<file path="src/rtl/llc_set_bufs_pkg.sv">
// Shared LLC cache constants and types: geometry, tag/state/way types,
// line-state encodings, and the replacement-pointer advance helper.
package llc_set_bufs_pkg;

  localparam int unsigned LLC_WAYS       = 8;
  localparam int unsigned LLC_WAY_BITS   = 3;
  localparam int unsigned LLC_SET_BITS   = 4;
  localparam int unsigned LLC_TAG_BITS   = 8;
  localparam int unsigned LLC_STATE_BITS = 2;

  typedef logic [LLC_TAG_BITS-1:0]   llc_tag_t;
  typedef logic [LLC_STATE_BITS-1:0] llc_state_t;
  typedef logic [LLC_WAY_BITS-1:0]   llc_way_t;
  typedef logic [LLC_SET_BITS-1:0]   llc_set_t;

  localparam llc_state_t INVALID = 2'd0;
  localparam llc_state_t VALID   = 2'd1;
  localparam llc_state_t SD      = 2'd2;
  localparam llc_state_t DIRTY   = 2'd3;

  // Round-robin pointer step; explicit wrap keeps it correct for non-power-of-2 way counts.
  function automatic llc_way_t llc_way_inc(input llc_way_t w);
    return (w == llc_way_t'(LLC_WAYS - 1)) ? llc_way_t'(0) : w + llc_way_t'(1);
  endfunction

endpackage

</file>
<file path="src/rtl/llc_set_bufs.sv">
// Holds one LLC set (tags, states, replacement pointer) read from the arrays,
// applies single-way updates while held, and writes it back only if modified.
module llc_set_bufs
  import llc_set_bufs_pkg::*;
(
  input  logic        clk,
  input  logic        rst,
  input  logic        load_valid,
  output logic        load_ready,
  input  llc_set_t    load_set,
  output logic        rd_en,
  output llc_set_t    rd_set,
  input  llc_tag_t    rd_tags      [LLC_WAYS],
  input  llc_state_t  rd_states    [LLC_WAYS],
  input  llc_way_t    rd_evict_way,
  output llc_tag_t    tags_buf     [LLC_WAYS],
  output llc_state_t  states_buf   [LLC_WAYS],
  output llc_way_t    evict_way_buf,
  output logic        bufs_valid,
  input  logic        upd_en,
  input  llc_way_t    upd_way,
  input  llc_tag_t    upd_tag,
  input  llc_state_t  upd_state,
  input  logic        evict_incr,
  input  logic        release_set,
  output logic        wr_en,
  output llc_set_t    wr_set,
  output llc_tag_t    wr_tags      [LLC_WAYS],
  output llc_state_t  wr_states    [LLC_WAYS],
  output llc_way_t    wr_evict_way
);

  localparam logic [1:0] S_IDLE = 2'd0;
  localparam logic [1:0] S_READ = 2'd1;
  localparam logic [1:0] S_HOLD = 2'd2;
  localparam logic [1:0] S_WB   = 2'd3;

  logic [1:0] state_q, state_d;
  llc_set_t   cur_set_q, cur_set_d;
  logic       dirty_q, dirty_d;
  llc_tag_t   tags_q [LLC_WAYS];
  llc_tag_t   tags_d [LLC_WAYS];
  llc_state_t states_q [LLC_WAYS];
  llc_state_t states_d [LLC_WAYS];
  llc_way_t   evict_q, evict_d;
  logic       bufs_valid_q, bufs_valid_d;
  logic       load_ready_q, load_ready_d;
  logic       wr_en_q, wr_en_d;

  // Next-state, buffer update and the combinational array-read strobe.
  always_comb begin
    state_d   = state_q;
    cur_set_d = cur_set_q;
    dirty_d   = dirty_q;
    tags_d    = tags_q;
    states_d  = states_q;
    evict_d   = evict_q;
    rd_en     = 1'b0;
    rd_set    = load_set;

    case (state_q)
      S_IDLE: begin
        if (load_valid) begin
          rd_en     = 1'b1;
          cur_set_d = load_set;
          state_d   = S_READ;
        end
      end
      S_READ: begin
        tags_d   = rd_tags;
        states_d = rd_states;
        evict_d  = rd_evict_way;
        dirty_d  = 1'b0;
        state_d  = S_HOLD;
      end
      S_HOLD: begin
        if (upd_en) begin
          tags_d[upd_way]   = upd_tag;
          states_d[upd_way] = upd_state;
          dirty_d           = 1'b1;
        end
        if (evict_incr) begin
          evict_d = llc_way_inc(evict_q);
          dirty_d = 1'b1;
        end
        // dirty_d already folds in same-cycle updates, so they reach the write-back.
        if (release_set) begin
          state_d = dirty_d ? S_WB : S_IDLE;
        end
      end
      S_WB: begin
        dirty_d = 1'b0;
        state_d = S_IDLE;
      end
      default: state_d = S_IDLE;
    endcase

    bufs_valid_d = (state_d == S_HOLD);
    load_ready_d = (state_d == S_IDLE);
    wr_en_d      = (state_d == S_WB);
  end

  always_ff @(posedge clk or negedge rst) begin
    if (!rst) begin
      state_q      <= S_IDLE;
      cur_set_q    <= '0;
      dirty_q      <= 1'b0;
      evict_q      <= '0;
      bufs_valid_q <= 1'b0;
      load_ready_q <= 1'b1;
      wr_en_q      <= 1'b0;
      for (int i = 0; i < int'(LLC_WAYS); i++) begin
        tags_q[i]   <= '0;
        states_q[i] <= INVALID;
      end
    end else begin
      state_q      <= state_d;
      cur_set_q    <= cur_set_d;
      dirty_q      <= dirty_d;
      evict_q      <= evict_d;
      bufs_valid_q <= bufs_valid_d;
      load_ready_q <= load_ready_d;
      wr_en_q      <= wr_en_d;
      tags_q       <= tags_d;
      states_q     <= states_d;
    end
  end

  assign load_ready    = load_ready_q;
  assign bufs_valid    = bufs_valid_q;
  assign tags_buf      = tags_q;
  assign states_buf    = states_q;
  assign evict_way_buf = evict_q;
  assign wr_en         = wr_en_q;
  assign wr_set        = cur_set_q;
  assign wr_tags       = tags_q;
  assign wr_states     = states_q;
  assign wr_evict_way  = evict_q;

endmodule

</file>
<file path="config.mk">
export PLATFORM = sky130hd
export DESIGN_NAME = llc_set_bufs
export DESIGN_NICKNAME = d
export VERILOG_FILES = /design/src/rtl/llc_set_bufs_pkg.sv /design/src/rtl/llc_set_bufs.sv
export SDC_FILE = /design/constraint.sdc
export NUM_CORES = 1
export LEC_CHECK = 0
export CAP_MARGIN = 20
export CORE_MARGIN = 10
export CORE_UTILIZATION = 36
export DETAILED_ROUTE_END_ITERATION = 6
export PLACE_DENSITY_LB_ADDON = 0.15
export SETUP_SLACK_MARGIN = 0.02
export SLEW_MARGIN = 30
export SYNTH_ARGS = -nofsm -noshare
export SYNTH_HDL_FRONTEND = slang
export SYNTH_SLANG_ARGS = --single-unit
</file>
<file path="constraint.sdc">
create_clock -name clk -period 1.7 [get_ports clk]
set_input_delay 0.34 -clock clk [delete_from_list [all_inputs] [get_ports clk]]
set_output_delay 0.34 -clock clk [all_outputs]
set_load 0.005 [all_outputs]
</file>
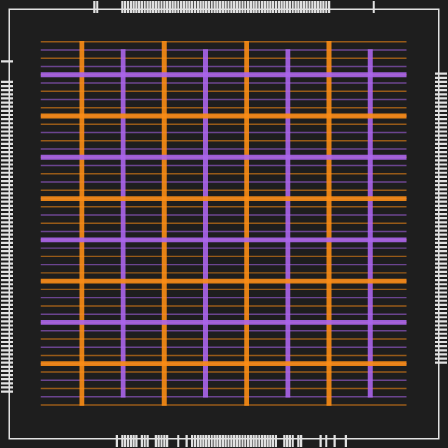
Run 1: supply network
Pins as bars on the die edge.
[purple] VDD
[orange] VSS
met1 rails: 45
signal pins: 284
met5 straps: 8
met4 straps: 8

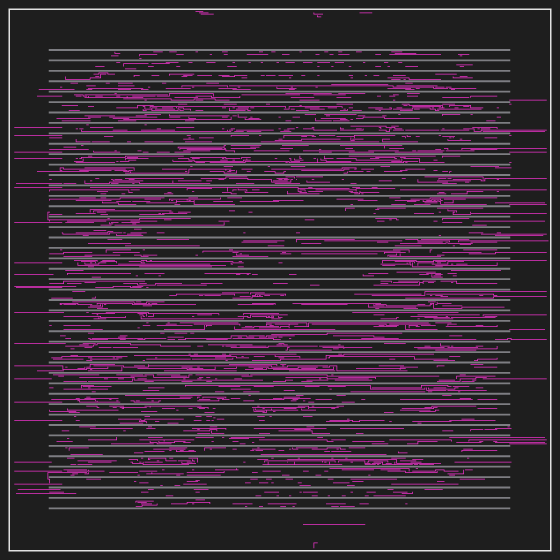
Run 1: signal wires on met1
Supply wires on this layer in grey.
nets with wire on the layer: 677
wire length on this layer: 8150 microns
main direction: horizontal
share of all routed wire: 41%
longest straight run: 54.3 microns

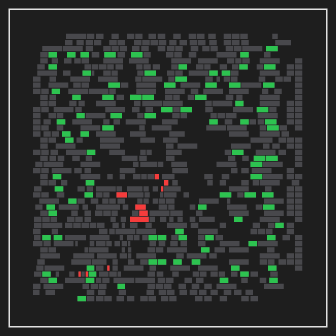
Run 1: gate families picked out
[green] multiplexers | cells: 89 | most used: mux2_2 | where: spread over the die
[red] NAND gates | cells: 10 | most used: nand2_1
logic gate fraction of the total cell area: 26.9%
leading cell type in the layout, fill and taps excluded: clkdlybuf4s50_1

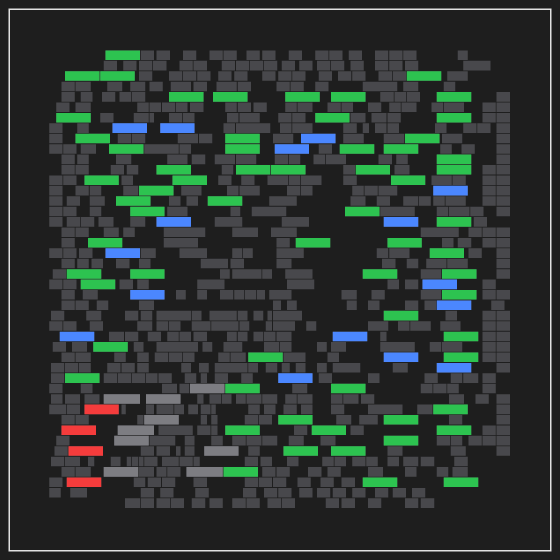
Run 1: where the registers sit
Other sequential cells in the stronger grey, the rest of the logic in the fainter grey.
[blue] states_buf | placed flops: 16
[red] wr_set | placed flops: 4 | where: south-west
[green] tags_buf | placed flops: 64 | where: spread over the die

[run 1: critical path, cell delays in order, from the launching register on]
cell,delay [ns]
dfrtp_1,0.40
nand4bb_1,0.22
buf_6,0.16
o31ai_4,0.27
buf_6,0.15
buf_16,0.12
mux2_4,0.30
[run 1: logic make-up after synthesis]
kind of cell	Yosys count	share of synthesized area (%)
adders and majority gates	2	0.475
muxes	89	18.9
DFF	93	44.2
AOI/OAI and AO/OA	96	15.9
and+or+nand+nor	35	5.44
buffers and inverters	120	15.1
[run 1: registers in the layout, indices dropped and copies added (netlist names)]
name,flops
state_q,2
tags_buf,64
bufs_valid,1
dirty_q,1
evict_way_buf,3
load_ready,1
states_buf,16
wr_set,4
wr_en,1
[run 1: per-layer routing]
layer / up-vias / global-route usage (%)
met2: 170 / 31.6
li1: 1968 / -
met3: 13 / 7.66
met4: 0 / 4.84
met1: 2151 / 22.8
met5: - / 0
[run 1: cell usage in the layout, fill, tap and decap left out, types with 3 or more instances in the layout]
cell type and count:
mux2_2 54, o21ai_2 3, a22o_1 80, dfrtp_1 90, clkbuf_16 10, buf_12 13
buf_4 34, mux2i_1 3, nand2_1 4, clkdlybuf4s50_1 274, nor3b_4 3, o21ai_0 5
and3b_1 11, mux2_4 32, dlygate4sd2_1 5, o21ai_4 3, buf_6 5
[run 1: worst max path at each step]
stage	startpoint	end	slack, ns	cells past startpoint
final	state_q[0]	tags_buf[56]	-0.04	6
after global routing	state_q[0]	tags_buf[56]	-0.08	6
after floorplan	upd_way[2]	states_buf[14]	-0.01	5
after CTS	state_q[0]	tags_buf[56]	-0.03	5
after detailed placement	upd_en	tags_buf[62]	-0.40	6
after global placement	upd_en	tags_buf[58]	-0.38	6
==> qor_table.md, run 1 <==
| Quantity | Value |
| --- | --- |
| Placed Cells | 827 |
| Sequential group share of total power | 25.8% |
| Largest driver fanout on the critical path | 5 |
| Seq/total area | 26.9% |
| Async S/R FF share, synth | 100% |
| Layout Area Growth over Synthesis | 64.3% |
| Number of max-cap violations | 0 |
| Transition time of the tightest slew-check pin | 0.523 ns |
| X dimension of the die | 141 microns |
| Non-clock buffer instance count of the final layout | 336 |
| Utilization after layout | 60.0% |
| Final wirelength | 19900 microns |
| Top cell area share | 43.7% |
| Category of the worst setup path launch point | flop |
| Total cell area at the placement stage | 8050 sq um |
| Leftover overflow at the end of global routing | 0 |
| Setup slack at placement | -0.401 ns |
| Failing checks | negative setup slack |
| Count of cells resized by post-cts repair | 26 |
| Most frequent cell after synthesis | dfrtp_1 |
| Setup fix buffers added after clock tree synthesis | 4 |
| Synth Flop Type | dfrtp_1 |
| Length of routed wiring on met1 | 8150 microns |
| Post-synthesis instance area | 5270 sq um |
| Final non-filler cell area | 8660 sq um |
| Net count of the mapped netlist | 543 |
| Hold bufs inserted after CTS | 0 |
| Top cells by count | 92 x dfrtp_1, 87 x buf_4, 86 x mux2_2, 80 x a22o_1 |
| Net count, final | 771 |
| DR pass1 iterations | 4 |
| Cell total in the yosys stat output | 435 |
| Non-clock buffers, area share | 39.7% |
| Total negative slack | -0.215 ns |
| Clock buffer count | 12 |
| Outcome | finished, violations left |
| Dominant cell type by area after synthesis | dfrtp_1 |
| Io pins | 284 |
| Number of clock sinks | 93 |
| P_leak | 3.72 nW |
| Power per cell area | 1900 nW/um^2 |
| Final count of pins violating max slew | 0 |
| Capturing element type of the critical path | flop |
| Number of warnings in the stage logs | 29 |
| Seq share, synth | 44.2% |
| Avg Cell Area, Syn | 12.1 sq um |
| Layout clock area frac | 3.77% |
| Number of synthesized flops with an enable pin | 0 |
| Reg-to-reg critical path endpoint | tags_buf[56] |
| Data arrival, critical path | 1.96 ns |
| Core area | 14400 sq um |
| Logic gate share of total power | 60.7% |
| Number of vias in the routed layout | 4302 |
| Worst r2r src | state_q[0] |
| Worst clock skew on the final layout | 0.00440 ns |
| Global-route wire length before repair | 29800 microns |
| Met3 routed wirelength | 1840 microns |
| Classification of the worst setup path | flop to flop |
| Share of the clock period used by the worst path after layout | 102% |
| Half-perimeter wire length after detailed placement | 15000 microns |
| Routability cong. | 0.786 |
| Reg2Reg Setup Slack | -0.04 ns |
| Highest-power group | combinational cells |
| Maximum achievable frequency | 576 MHz |
| Worst Reg-to-Reg Cells | 6 |
| Initial drt markers | 185 |
| Power Internal | 0.0113 W |
| Number of antenna violations at the first check in global routing | 0 |
| Worst hold slack after final layout | 0.0371 ns |
| Final hold vios | 0 |
| Yosys warning count | 0 |
| Main area contributors after synthesis | dfrtp_1 44%, mux2_2 18%, a22o_1 13%, buf_4 12%, and3b_1 2.2% |
| Total power of the final layout | 0.0165 W |
| Fraction of power spent switching nets | 31.5% |
| Synth cell types | 29 |
| Non-filler instance count after layout | 852 |
| MI comb cells | 222 |
| Storage element area | 2330 sq um |
| Invs w/o clock | 1 |
| Comb pwr | 0.0100 W |
| GR Util All Layers | 19.2% |
| Via/cell ratio | 5.05 |
| Highest metal layer with signal wires | met4 |
| # DRC | 0 |
| Minimum period implied by the final worst setup slack | 1.74 ns |
| Fin worst setup slack | -0.0359 ns |
| Filler cell count in the final layout | 1235 |
| Chip height | 141 microns |
| # rows | 44 |
| Relative contribution of the clock network to total power | 13.5% |
| FF+latch count, synth | 93 |
| Largest net degree at the start of global routing | 94 |
| Number of tap cells added at floorplan | 184 |
| Late-Pin Clk Latency | 0.34 ns |
| Yosys-reported design area after synthesis | 5270 sq um |
| Clock network power consumption | 0.00223 W |
| Biggest cell category by area in the final layout | non-clock buffers |
| Final antenna diode count | 0 |
| Routed wire length on met2 | 9680 microns |
| Port Buffers | 283 |
| Maximum vdd ir drop | 0.891 mV |
| RSZ-0062 raised after global routing | true |
| Post-CTS clock slew at the launch and capture registers of the worst setup and hold paths | 0.07 ns |
| Count of final setup violators | 12 |
| Fraction of layout cells with a size suffix above 1 | 26.3% |
| ANT nets after route | 0 |
==> run 1 -> run 2 <==
--- a/config.mk
+++ b/config.mk
@@ -9,7 +9,7 @@
 export CORE_MARGIN = 10
 export CORE_UTILIZATION = 36
 export DETAILED_ROUTE_END_ITERATION = 6
-export PLACE_DENSITY_LB_ADDON = 0.15
+export PLACE_DENSITY = 0.84
 export SETUP_SLACK_MARGIN = 0.02
 export SLEW_MARGIN = 30
 export SYNTH_ARGS = -nofsm -noshare
==> qor_table.md, run 2 <==
| Quantity | Value |
| --- | --- |
| Outcome | finished, violations left |
| Failing checks | negative setup slack |
| Depth of the CTS H-tree | 3 |
| Dominant cell type by area after synthesis | dfrtp_1 |
| Classification of the worst setup path | flop to flop |
| TritonCTS clock tree | built |
| Worst r2r src | state_q[0] |
| Worst path bufs/invs | 4 |
| Fin worst setup slack | -0.0776 ns |
| Root Driver | clkbuf_16 |
| Utilization after layout | 63.5% |
| Transition time of the tightest slew-check pin | 0.534 ns |
| Final count of pins violating max slew | 0 |
| Category of the worst setup path launch point | flop |
| Worst Reg-to-Reg Cells | 7 |
| Leftover overflow at the end of global routing | 0 |
| Number of max-cap violations | 0 |
| Initial drt markers | 214 |
| FF+latch count, synth | 93 |
| Detailed-route wire length per cell | 25.0 microns |
| Main area contributors after synthesis | dfrtp_1 44%, mux2_2 18%, a22o_1 13%, buf_4 12%, and3b_1 2.2% |
| End point of the critical path | tags_buf[45] |
| Fraction of power spent switching nets | 32.1% |
| Top cell area share | 43.7% |
| Maximum clock path buffer count | 2 |
| Via/cell ratio | 5.26 |
| Worst clock skew on the final layout | 0.00608 ns |
| Filler cell count in the final layout | 1094 |
| Relative contribution of the clock network to total power | 11.9% |
| ANT nets after route | 0 |
| Cell total in the yosys stat output | 435 |
| Most frequent cell after synthesis | dfrtp_1 |
| Power Internal | 0.0122 W |
| Highest-power group | combinational cells |
| Number of CTS-inserted buffers | 9 |
| Sequential group share of total power | 23.6% |
| Max-slew headroom | 64.4% |
| Fraction of layout cells with a size suffix above 1 | 29.9% |
| Vias in the first global route | 5095 |
| Chip footprint | 19900 sq um |
| Yosys warning count | 0 |
| Final hold vios | 0 |
| CP Launch Point | state_q[0] |
| Area occupied by multi-input gates | 2430 sq um |
| Avg Cell Area, Syn | 12.1 sq um |
| Number of vias in the routed layout | 4652 |
| Port Buffers | 283 |
| Most frequent logic cells in the routed design | 273 x clkdlybuf4s50_1, 90 x dfrtp_1, 80 x a22o_1 |
| Reg-to-reg critical path endpoint | tags_buf[45] |
| Top cells by count | 92 x dfrtp_1, 87 x buf_4, 86 x mux2_2, 80 x a22o_1 |
| Hold WC Path Type | input pin to async pin |
| Number of clock sinks | 93 |
| Leading cell type in the layout, fill and taps excluded | clkdlybuf4s50_1 |
| P_leak | 4.00 nW |
| Capturing element type of the critical path | flop |
| GR Util All Layers | 20.5% |
| Io pins | 284 |
| DR pass1 iterations | 4 |
| Seq share, synth | 44.2% |
| Post-synthesis instance area | 5270 sq um |
| Routability cong. | 0.801 |
| Number of warnings in the stage logs | 29 |
| Layout Area Growth over Synthesis | 73.8% |
| Category of cells accounting for the largest share of critical-path delay | buffers and inverters |
| Count of final setup violators | 65 |
| Cell type with the highest occurrence count on the critical path | buf_6 |
| Floorplan-stage core utilization | 36.5% |
| Final wirelength | 22100 microns |
| Storage element area | 2330 sq um |
| Max reg flops | 64 |
| Cells along the critical path | buf_6 > buf_6 > nand2b_4 > buf_4 > buf_12 > a22o_1 > mux2_2 |
| Largest driver fanout on the critical path | 13 |
| Largest incremental delay on the critical path | 0.41 ns |
| Global-route wire length before repair | 31400 microns |
| Psw | 0.00577 W |
| Number of synthesized flops with an enable pin | 0 |
| Yosys-reported design area after synthesis | 5270 sq um |
| Share of the clock period used by the worst path after layout | 105% |
| # DRC | 0 |
| Logic gate share of total power | 64.4% |
| Synth cell types | 29 |
| Async S/R FF share, synth | 100% |
| Crit path required time | 1.94 ns |
| Post-synthesis instance total | 435 |
| Half-perimeter wire length after detailed placement | 15700 microns |
| Total power of the final layout | 0.0179 W |
| # rows | 44 |
| Total number of cells along the worst setup path | 7 |
| Post-CTS clock slew at the launch and capture registers of the worst setup and hold paths | 0.07 ns |
| Power per cell area | 1960 nW/um^2 |
| Sequential-cell power consumption | 0.00424 W |
| Largest net degree at the start of global routing | 91 |
| Synth Flop Type | dfrtp_1 |
| Comb pwr | 0.0116 W |
| Net count, final | 802 |
| Data arrival, critical path | 2.01 ns |
| Net count of the mapped netlist | 543 |
| Minimum period implied by the final worst setup slack | 1.78 ns |
| Number of antenna violations at the first check in global routing | 1 |
| Maximum achievable frequency | 563 MHz |
| Max stage delay cell, worst path | dfrtp_2 |
| Reg2Reg Setup Slack | -0.08 ns |
| RSZ-0062 raised after global routing | true |
## run 2: metrics by stage
| stage | cells | area [sq um] | setup slack (ns) | hold WS (ns) | setup TNS, ns |
|---|---|---|---|---|---|
| final | 884 | 9160 | -0.0776 | 0.358 | -2.12 |
| after global placement | 830 | 8090 | -0.371 | 0.142 | -26.38 |
| after detailed placement | 830 | 8090 | -0.457 | 0.143 | -28.96 |
| after floorplan | 435 | 5270 | -0.00965 | 0.0444 | -0.0965 |
| after global routing | 884 | 9160 | -0.115 | 0.363 | -5.26 |
| after CTS | 865 | 8740 | -0.0220 | 0.339 | -0.211 |
## run 2: per-layer routing
metal | wire [microns] | GRT usage, % | vias to the layer above | part of all wire, %
met5 | 0 | 0 | - | 0
met4 | 468 | 8.70 | 0 | 2.1
met3 | 1820 | 7.46 | 24 | 8.2
met2 | 10900 | 34.1 | 222 | 49
met1 | 8880 | 23.2 | 2376 | 40
li1 | - | - | 2030 | -
## run 2: cell families after synthesis
logic type               Yosys count  share of synthesized area [%]
flip-flops                        93                           44.2
AND/OR/NAND/NOR                   35                           5.44
AND-OR/OR-AND                     96                           15.9
multiplexers                      89                           18.9
adder cells (fa/ha/maj)            2                          0.475
buffers and inverters            120                           15.1
## run 2: layout make-up
| class | count | area share [%] |
|---|---|---|
| repair buffers | 367 | 42.1 |
| inverters | 1 | 0.0410 |
| multi-input cells | 222 | 26.5 |
| flip-flops and latches | 93 | 25.4 |
| well taps | 184 | 2.51 |
| diodes | 1 | 0.0273 |
| clock inverters | 4 | 0.601 |
| clock buffers | 12 | 2.80 |
## run 2: timing repair
item	4_1_cts	5_1_grt
gates cloned	4	8
pin swaps	20	28
resized	43	54
setup endpoints to repair	78	86
buffers inserted	14	12
endpoints found under the hold margin	3	0
hold buffers	1	0
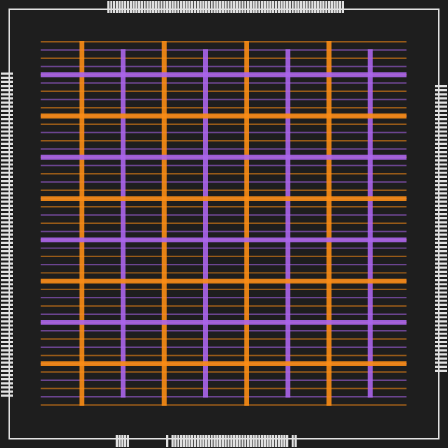
Run 2: supply network
Pins as bars on the die edge.
[purple] VDD
[orange] VSS
rows: 44
met5 straps: 8
met1 rails: 45
maximum vdd ir drop: 1.01 mV
x dimension of the die: 141 microns
core area: 14400 sq um

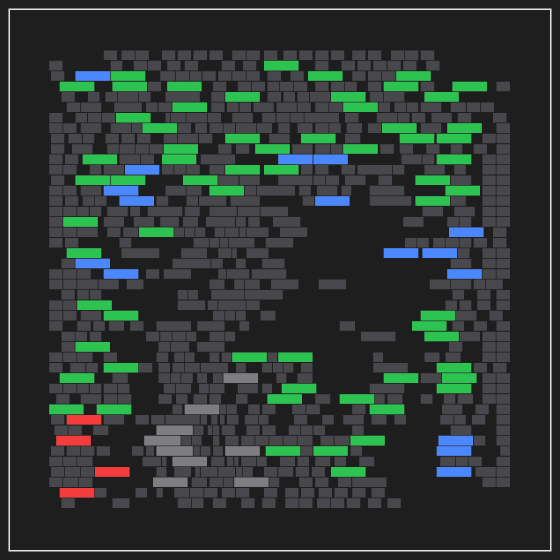
Run 2: where the registers sit
Other sequential cells in the stronger grey, the rest of the logic in the fainter grey.
[green] tags_buf | placed flops: 64
[blue] states_buf | placed flops: 16
[red] wr_set | placed flops: 4 | where: south-west
not coloured: 9

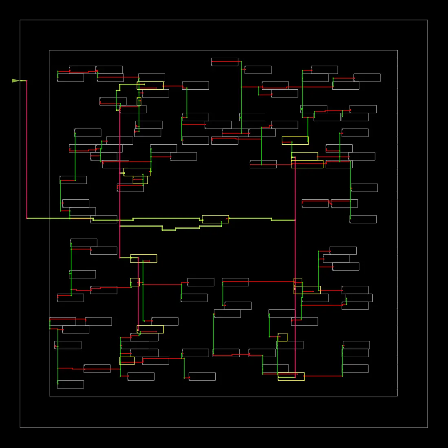
Run 2: clock nets
Late-Pin Clk Latency: 0.35 ns
clock network power consumption: 0.00214 W

==> run 2 -> run 3 <==
--- a/config.mk
+++ b/config.mk
@@ -6,7 +6,7 @@
 export NUM_CORES = 1
 export LEC_CHECK = 0
 export CAP_MARGIN = 20
-export CORE_MARGIN = 10
+export CORE_MARGIN = 2
 export CORE_UTILIZATION = 36
 export DETAILED_ROUTE_END_ITERATION = 6
 export PLACE_DENSITY = 0.84
==> qor_table.md, run 3 <==
| Quantity | Value |
| --- | --- |
| Final non-filler cell area | 8500 sq um |
| Io pins | 284 |
| Share of the clock period used by the worst path after layout | 97.5% |
| Port Buffers | 283 |
| FF+latch count, synth | 93 |
| Number of synthesized flops with an enable pin | 0 |
| Count of final setup violators | 0 |
| TritonCTS clock tree | built |
| Largest net degree at the start of global routing | 51 |
| Power per cell area | 1840 nW/um^2 |
| Largest combinational cell category by area | multiplexers |
| Largest incremental delay on the critical path | 0.43 ns |
| Final wirelength | 17600 microns |
| Global-route wire length before repair | 26600 microns |
| Hold WC Path Type | input pin to async pin |
| # DRC | 0 |
| XOR/XNOR Area Share | 0% |
| Depth of the CTS H-tree | 3 |
| Main area contributors after synthesis | dfrtp_1 44%, mux2_2 18%, a22o_1 13%, buf_4 12%, and3b_1 2.2% |
| Non-filler instance count after layout | 849 |
| Capturing element type of the critical path | flop |
| Avg Cell Area, Syn | 12.1 sq um |
| DR pass1 iterations | 5 |
| Placed Cells | 830 |
| Chip footprint | 15600 sq um |
| Final count of pins violating max slew | 0 |
| Core area | 14400 sq um |
| Routability cong. | 0.778 |
| Cell total in the yosys stat output | 435 |
| Synth cell types | 29 |
| Detailed-route wire length per cell | 20.7 microns |
| Top cells by count | 92 x dfrtp_1, 87 x buf_4, 86 x mux2_2, 80 x a22o_1 |
| Late-Pin Clk Latency | 0.34 ns |
| Total negative slack | 0 ns |
| Number of CTS-inserted buffers | 9 |
| RSZ-0062 raised after global routing | true |
| Category of the worst setup path launch point | flop |
| Worst clock skew on the final layout | 0.00801 ns |
| Number of warnings in the stage logs | 28 |
| Post-synthesis instance total | 435 |
| Largest driver fanout on the critical path | 10 |
| Outcome | finished, final reports clean |
| Utilization after layout | 59.0% |
| Floorplan-stage core utilization | 36.5% |
| Dominant cell type by area after synthesis | dfrtp_1 |
| Maximum achievable frequency | 603 MHz |
| Worst path bufs/invs | 3 |
| Compound-cell area share of the yosys netlist | 15.9% |
| Root Driver | clkbuf_16 |
| Yosys warning count | 0 |
| Async S/R FF share, synth | 100% |
| Number of antenna violations at the first check in global routing | 1 |
| Transition time of the tightest slew-check pin | 0.490 ns |
| Filler cell count in the final layout | 1152 |
| Initial drt markers | 277 |
| Crit path required time | 1.92 ns |
| Minimum period implied by the final worst setup slack | 1.66 ns |
| Number of max-cap violations | 0 |
| Net count, final | 767 |
| Reg2Reg Setup Slack | 0.04 ns |
| Maximum clock path buffer count | 2 |
| Mux cell area share after synthesis | 18.9% |
| Adder Share, Synth | 0.475% |
| Max stage delay cell, worst path | dfrtp_2 |
| Setup slack at placement | -0.387 ns |
| Total cell area at the placement stage | 8100 sq um |
| # rows | 44 |
| ANT nets after route | 0 |
| Final hold vios | 0 |
| Post-CTS clock slew at the launch and capture registers of the worst setup and hold paths | 0.07 ns |
| Leading cell type in the layout, fill and taps excluded | clkdlybuf4s50_1 |
| Share of synthesized cell area in and, or, nand and nor gates | 5.44% |
| GR Util All Layers | 22.2% |
| Cells along the critical path | buf_6 > buf_8 > and3b_2 > buf_6 > a22o_1 > mux2_2 |
| Synth Flop Type | dfrtp_1 |
| Most frequent cell after synthesis | dfrtp_1 |
| Data arrival, critical path | 1.88 ns |
| Total power of the final layout | 0.0156 W |
| Max reg flops | 64 |
| P_leak | 3.61 nW |
| Net count of the mapped netlist | 543 |
| Fraction of layout cells with a size suffix above 1 | 26.1% |
| Leftover overflow at the end of global routing | 0 |
| Number of vias in the routed layout | 4440 |
| Number of clock sinks | 93 |
| Half-perimeter wire length after detailed placement | 13500 microns |
| Max-slew headroom | 67.3% |
| Layout Area Growth over Synthesis | 61.3% |
| Worst hold slack after final layout | 0.419 ns |
| Vias in the first global route | 4516 |
| Via/cell ratio | 5.23 |
| Fin worst setup slack | 0.0428 ns |
| Yosys-reported design area after synthesis | 5270 sq um |
| Most frequent logic cells in the routed design | 273 x clkdlybuf4s50_1, 89 x dfrtp_1, 85 x mux2_2 |
| Top cell area share | 43.7% |
| Category of cells accounting for the largest share of critical-path delay | flip-flops |
| Post-synthesis instance area | 5270 sq um |
==> run 3: cell counts after synthesis <==
No cell type changed its count.
==> run 3: worst register-to-register path: cells and delay by family, from the launching register on <==
| family | cells | cell delay (ns) |
|---|---|---|
| flops | 1 | 0.43 |
| compound gates | 1 | 0.20 |
| mux | 1 | 0.26 |
| buf+inv | 3 | 0.41 |
| simple gates | 1 | 0.24 |
==> run 3: metal layers <==
layer | GRT usage, % | wire length (microns) | vias to the layer above
met5 | 0 | 0 | -
li1 | - | - | 1966
met1 | 27.5 | 6710 | 2215
met4 | 7.84 | 416 | 0
met2 | 38.4 | 9030 | 234
met3 | 4.66 | 1410 | 25
==> run 3: worst paths after layout <==
path / from / to / depth (start not counted)
max reg2reg: state_q[1] / tags_buf[13] / 6
min reg2reg: wr_set[2] / wr_set[2] / 1
max: state_q[1] / tags_buf[13] / 6
min in group clk: wr_set[2] / wr_set[2] / 1
min: rst / tags_buf[26] / 2
max in group asynchronous: rst / evict_way_buf[0] / 3
==> run 3: final cells by class <==
class                           instances  area [sq um]  share of cell area (%)
Sequential cell                        93          2330                    27.4
Clock inverter                          4          47.5                   0.559
Clock buffer                           12           246                    2.90
Multi-Input combinational cell        222          2200                    25.9
Antenna cell                            1          2.50                  0.0294
Timing Repair Buffer                  332          3440                    40.4
Inverter                                1          3.75                  0.0441
Tap cell                              184           230                    2.71
==> run 3: power by group <==
| part | internal, W | switching [W] |
|---|---|---|
| Combinational | 0.00622 | 0.00312 |
| Sequential | 0.00333 | 0.000931 |
| Clock | 0.00118 | 0.000835 |
| Total | 0.0107 | 0.00489 |
==> run 3: timing repair <==
item / 4_1_cts / 5_1_grt
setup endpoints to repair: 45 / 65
buffers inserted: 1 / 0
hold buffers: 1 / 0
pin swaps: 1 / 1
resized: 17 / 15
endpoints found under the hold margin: 16 / 0
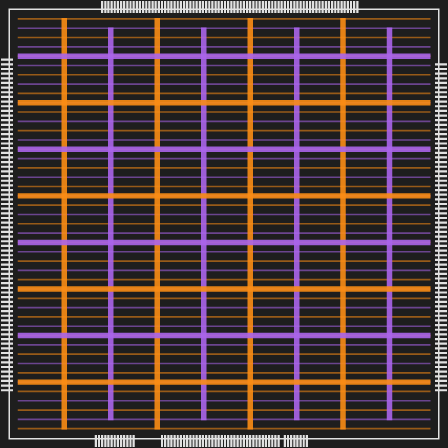
Run 3: supply network
Pins as bars on the die edge.
[orange] VSS
[purple] VDD
rows: 44
met1 rails: 45
maximum vdd ir drop: 0.928 mV
chip height: 125 microns
x dimension of the die: 125 microns

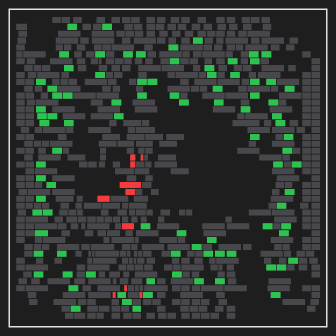
Run 3: gate families picked out
[green] multiplexers | cells: 89 | most used: mux2_2 | where: spread over the die
[red] NAND gates | cells: 10 | most used: nand2_1

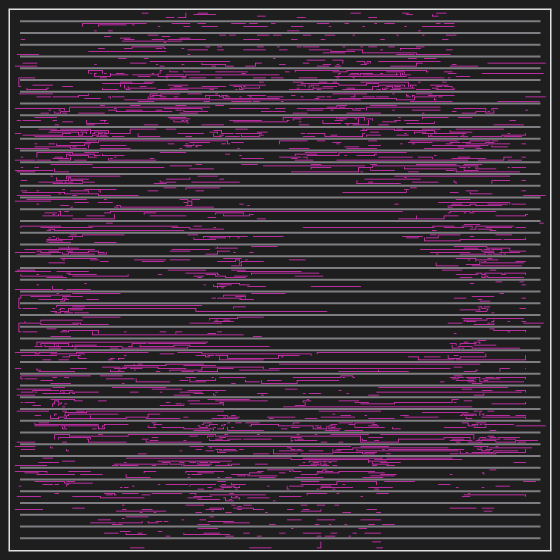
Run 3: signal wires on met1
Supply wires on this layer in grey.
wire length on this layer: 6710 microns
share of all routed wire: 38%

Power is estimated from default activity; no workload was simulated.
